## src/rtl/MemoryController_Definitions.sv

```systemverilog
// MemoryController_Definitions
//   Shared memory-controller constants and types used by the PHY write path.
//   MEM_DATAWIDTH : DQ bus width in bits
//   BURST_LENGTH  : beats per burst (power of two, >= 2)
//   PHYFIFODEPTH  : PHY write FIFO depth in beats (multiple of BURST_LENGTH)
//   phy_wr_state_t: write-mode transmitter FSM states
//   ERR_*         : bit positions within errFlags
package MemoryController_Definitions;

   localparam int unsigned MEM_DATAWIDTH = 64;
   localparam int unsigned BURST_LENGTH  = 8;
   localparam int unsigned PHYFIFODEPTH  = 16;

   typedef enum logic [1:0] {
      IDLE,
      PREAMBLE,
      BURST,
      POSTAMBLE
   } phy_wr_state_t;

   localparam int unsigned ERR_LAUNCH = 0;
   localparam int unsigned ERR_LAST   = 1;

endpackage

```

## src/rtl/phy_write_fifo.sv

```systemverilog
// phy_write_fifo
//   PHY-local beat FIFO between the Write Buffer and the DQ drivers.
//   clk, rst  : clock, asynchronous active-high reset
//   wr_data   : beat to store
//   wr_valid  : beat offered; stored when wr_ready is also high
//   wr_ready  : FIFO not full (combinational from occ)
//   rd_en     : pop the head beat
//   rd_data   : head beat (combinational read at rptr)
//   occ       : beats currently held
module phy_write_fifo #(
   parameter int unsigned WIDTH = 64,
   parameter int unsigned DEPTH = 16
) (
   input  logic                     clk,
   input  logic                     rst,
   input  logic [WIDTH-1:0]         wr_data,
   input  logic                     wr_valid,
   output logic                     wr_ready,
   input  logic                     rd_en,
   output logic [WIDTH-1:0]         rd_data,
   output logic [$clog2(DEPTH):0]   occ
);

   localparam int unsigned AW = $clog2(DEPTH);

   logic [WIDTH-1:0] mem [DEPTH];
   logic [AW-1:0]    wptr;
   logic [AW-1:0]    rptr;
   logic             wr_en;

   assign wr_ready = (occ != (AW+1)'(DEPTH));
   assign wr_en    = wr_valid & wr_ready;
   assign rd_data  = mem[rptr];

   // Explicit wrap keeps non-power-of-two depths correct.
   function automatic logic [AW-1:0] ptr_next(input logic [AW-1:0] p);
      return (p == AW'(DEPTH - 1)) ? '0 : p + AW'(1);
   endfunction

   always_ff @(posedge clk) begin
      if (wr_en) mem[wptr] <= wr_data;
   end

   always_ff @(posedge clk or posedge rst) begin
      if (rst) begin
         wptr <= '0;
         rptr <= '0;
         occ  <= '0;
      end else begin
         if (wr_en) wptr <= ptr_next(wptr);
         if (rd_en) rptr <= ptr_next(rptr);
         case ({wr_en, rd_en})
            2'b10:   occ <= occ + (AW+1)'(1);
            2'b01:   occ <= occ - (AW+1)'(1);
            default: occ <= occ;
         endcase
      end
   end

endmodule

```

## src/rtl/phy_write_mode.sv

```systemverilog
// phy_write_mode
//   PHY WRITE-mode transmitter: buffers burst-aligned write beats and, on a
//   launch pulse, drives one burst onto DQ with DQS preamble/toggle/postamble,
//   then pulses writeDataACK.
//   clk, rst          : clock, asynchronous active-high reset
//   inData/Valid/Last : write beats from the Write Buffer; inDataReady = FIFO not full
//   outflag           : single-cycle launch pulse
//   outData, outDataEnable, dqs_t, dqs_c : registered DQ/DQS drive
//   writeDataACK      : single-cycle pulse once a burst has been driven
//   burstAvail        : at least one complete, unreserved burst buffered
//   errFlags          : sticky; [0] launch underrun/overlap, [1] LAST misalignment
module phy_write_mode
   import MemoryController_Definitions::*;
(
   input  logic                     clk,
   input  logic                     rst,
   input  logic [MEM_DATAWIDTH-1:0] inData,
   input  logic                     inDataValid,
   input  logic                     inDataLast,
   output logic                     inDataReady,
   input  logic                     outflag,
   output logic [MEM_DATAWIDTH-1:0] outData,
   output logic                     outDataEnable,
   output logic                     dqs_t,
   output logic                     dqs_c,
   output logic                     writeDataACK,
   output logic                     burstAvail,
   output logic [1:0]               errFlags
);

   localparam int unsigned BIW = $clog2(BURST_LENGTH);
   localparam int unsigned BCW = $clog2(BURST_LENGTH) + 1;
   localparam int unsigned CW  = $clog2(PHYFIFODEPTH / BURST_LENGTH) + 1;
   localparam int unsigned OW  = $clog2(PHYFIFODEPTH) + 1;

   phy_wr_state_t state, next_state;

   logic [MEM_DATAWIDTH-1:0] fifo_data;
   logic [OW-1:0]            occ;
   logic                     push;
   logic                     pop;
   logic [BIW-1:0]           in_idx;
   logic [CW-1:0]            burst_cnt;
   logic [BCW-1:0]           beat_cnt;
   logic                     in_final;
   logic                     burst_done;
   logic                     launch;
   logic                     launch_err;
   logic                     last_err;

   logic [MEM_DATAWIDTH-1:0] data_d;
   logic                     oe_d;
   logic                     dqs_t_d;
   logic                     dqs_c_d;
   logic                     ack_d;

   phy_write_fifo #(
      .WIDTH (MEM_DATAWIDTH),
      .DEPTH (PHYFIFODEPTH)
   ) u_fifo (
      .clk      (clk),
      .rst      (rst),
      .wr_data  (inData),
      .wr_valid (inDataValid),
      .wr_ready (inDataReady),
      .rd_en    (pop),
      .rd_data  (fifo_data),
      .occ      (occ)
   );

   assign push       = inDataValid & inDataReady;
   assign in_final   = (in_idx == BIW'(BURST_LENGTH - 1));
   assign burst_done = push & in_final;
   assign last_err   = push & (inDataLast != in_final);
   // Launch sees the registered burst count, so a burst completing this
   // same cycle is only launchable from the next cycle.
   assign launch     = outflag & (state == IDLE) & (burst_cnt != '0);
   assign launch_err = outflag & ~launch;
   assign burstAvail = (burst_cnt != '0);

   always_ff @(posedge clk or posedge rst) begin
      if (rst) begin
         state         <= IDLE;
         outData       <= '0;
         outDataEnable <= 1'b0;
         dqs_t         <= 1'b0;
         dqs_c         <= 1'b0;
         writeDataACK  <= 1'b0;
         beat_cnt      <= '0;
         in_idx        <= '0;
         burst_cnt     <= '0;
         errFlags      <= '0;
      end else begin
         state         <= next_state;
         outData       <= data_d;
         outDataEnable <= oe_d;
         dqs_t         <= dqs_t_d;
         dqs_c         <= dqs_c_d;
         writeDataACK  <= ack_d;
         beat_cnt      <= pop ? beat_cnt + BCW'(1) : '0;
         if (push) in_idx <= in_idx + BIW'(1);
         burst_cnt     <= burst_cnt + CW'(burst_done) - CW'(launch);
         errFlags[ERR_LAUNCH] <= errFlags[ERR_LAUNCH] | launch_err;
         errFlags[ERR_LAST]   <= errFlags[ERR_LAST] | last_err;
      end
   end

   // beat_cnt counts beats already popped; BURST ends once all are out.
   always_comb begin
      next_state = state;
      case (state)
         IDLE:      if (launch) next_state = PREAMBLE;
         PREAMBLE:  next_state = BURST;
         BURST:     if (beat_cnt == BCW'(BURST_LENGTH)) next_state = POSTAMBLE;
         POSTAMBLE: next_state = IDLE;
         default:   next_state = IDLE;
      endcase
   end

   // Outputs are registered, so they are decoded from next_state.
   always_comb begin
      data_d  = '0;
      oe_d    = 1'b0;
      dqs_t_d = 1'b0;
      dqs_c_d = 1'b0;
      ack_d   = 1'b0;
      pop     = 1'b0;
      case (next_state)
         PREAMBLE: dqs_c_d = 1'b1;
         BURST: begin
            pop     = 1'b1;
            oe_d    = 1'b1;
            data_d  = fifo_data;
            dqs_t_d = ~beat_cnt[0];
            dqs_c_d = beat_cnt[0];
         end
         POSTAMBLE: begin
            dqs_c_d = 1'b1;
            ack_d   = 1'b1;
         end
         default: ;
      endcase
   end

endmodule

```

## config.mk

```make
export PLATFORM = sky130hd
export DESIGN_NAME = phy_write_mode
export DESIGN_NICKNAME = d
export VERILOG_FILES = /design/src/rtl/MemoryController_Definitions.sv /design/src/rtl/phy_write_fifo.sv /design/src/rtl/phy_write_mode.sv
export SDC_FILE = /design/constraint.sdc
export NUM_CORES = 1
export LEC_CHECK = 0
export CAP_MARGIN = 10
export CORE_ASPECT_RATIO = 1.4
export CORE_MARGIN = 2
export CORE_UTILIZATION = 60
export DETAILED_ROUTE_END_ITERATION = 6
export PLACE_DENSITY = 0.86
export SYNTH_ARGS = -nofsm -noshare
export SYNTH_HDL_FRONTEND = slang
export SYNTH_SLANG_ARGS = --single-unit
```

## constraint.sdc

```tcl
create_clock -name clk -period 9.7 [get_ports clk]
set_input_delay 2.425 -clock clk [delete_from_list [all_inputs] [get_ports clk]]
set_output_delay 2.425 -clock clk [all_outputs]
set_load 0.005 [all_outputs]
```

### Zoomed window

Region (156, 64) to (186, 94) um. Cells in grey, sequential cells in the stronger grey; small squares are vias.
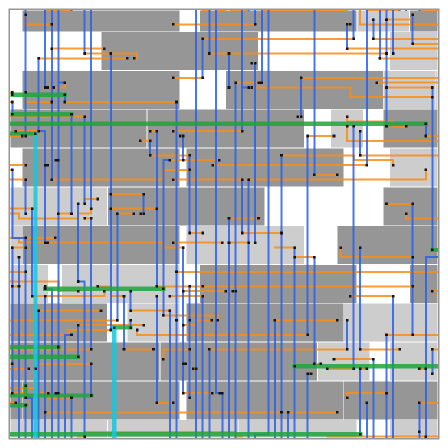
Key: met1 = orange; met3 = green; met4 = cyan; met2 = blue
Netlist names of flops here include u_fifo.mem (18), u_fifo.rptr (2). 31 logic cells have their middle in the window. Sequential cells in the window: 20. Most frequent: edfxtp_1 (18), mux2i_1 (3), mux4_2 (3).

### The clock network

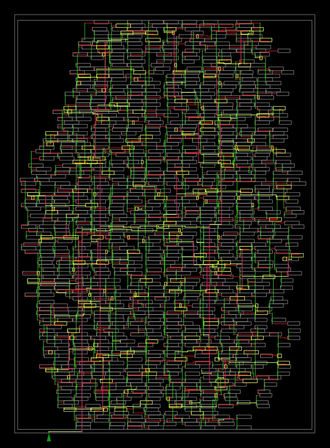
CTS Sinks: 1117
clk_skew: 0.0231 ns
clk ins delay skew pair: 0.67 ns

==> qor.csv <==
stage;metric;value;unit
run_status;status;complete, no violations;
die;num_rows;114;
sta;worstMarginPinSlew;1.20;ns
worst_setup_path;worst-path-buf-inv;3;
worst_setup_path;crit_type;in2reg;
layout;sh_comb_area;0.176;
pwr;totalPowerFinal;0.0139;W
logic_synthesis;logic_family;multiplexers;
sta;fin_ws;4.59;ns
route;via_per_inst;6.75;
logic_synthesis;synth_area_leader_cell;edfxtp_1;
sta;relSlewSlack;0.197;
global_route;grt_overflow;0;
logic_synthesis;ys_cells;1781;
logic_synthesis;ys_types;42;
layout;nNetsFinal;2035;
route;first_pass_iters;6;
pwr;p_per_area;293;nW/um2
global_route;met3_usage;0.0347;
global_route;grt_max_degree;136;
die;die_h;317;um
layout;n_fill_cell;3832;
layout;largest-register;u_fifo.mem;
placement;placedCellCount;2779;
layout;largest_reg_flops;1024;
logic_synthesis;avgSynthCellArea;23.6;um2
global_route;antenna_found_initial;2;
clock_network;cts_setup_buffers;0;
worst_setup_path;path_delay_family;buffers and inverters;
worst_setup_path;startpoint;inDataValid;
route;drt_iter0_markers;2841;
worst_hold_path;hold_end;errFlags[0];
logic_synthesis;ys_top_cells_by_count;1024 x edfxtp_1, 256 x mux4_2, 128 x mux2i_1, 93 x dfrtp_1, 64 x o22ai_1;
### Register map, names as in the netlist

Bar = 50 um.
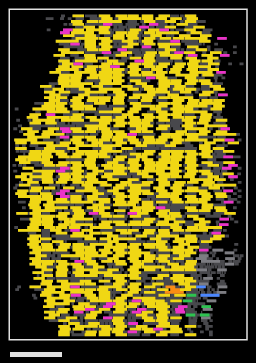
Key: u_fifo.wptr = orange [sequential cells 4]; u_fifo.mem = yellow [sequential cells 1024, where spread over the die]; u_fifo.occ = green [sequential cells 5, where south-east]; in_idx = blue [sequential cells 3]; outData = magenta [sequential cells 64, where spread over the die]
Another 17 sequential cells are not coloured.
Seq group: 0.00619 W
Storage cell area: 33100 um2
final core utilization: 0.687

### Drive-strength map

Bar = 50 um.
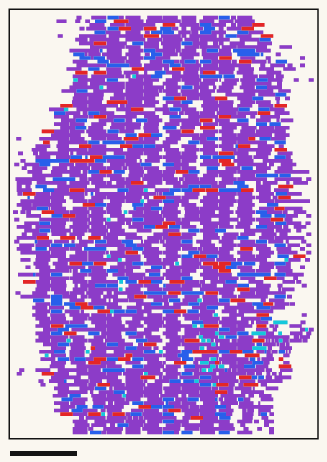
Key: drive 1 or less = purple [cells 1577, share 78%, most used edfxtp_1]; drive 2 = blue [cells 280, share 14%, most used mux4_2]; drive 6 and up = red [cells 124, share 6.1%, most used clkbuf_16]; drive 3 to 4 = cyan [cells 48, share 2.4%, most used buf_4]

Power figures rest on the tool's default switching activity, not on a simulated workload.
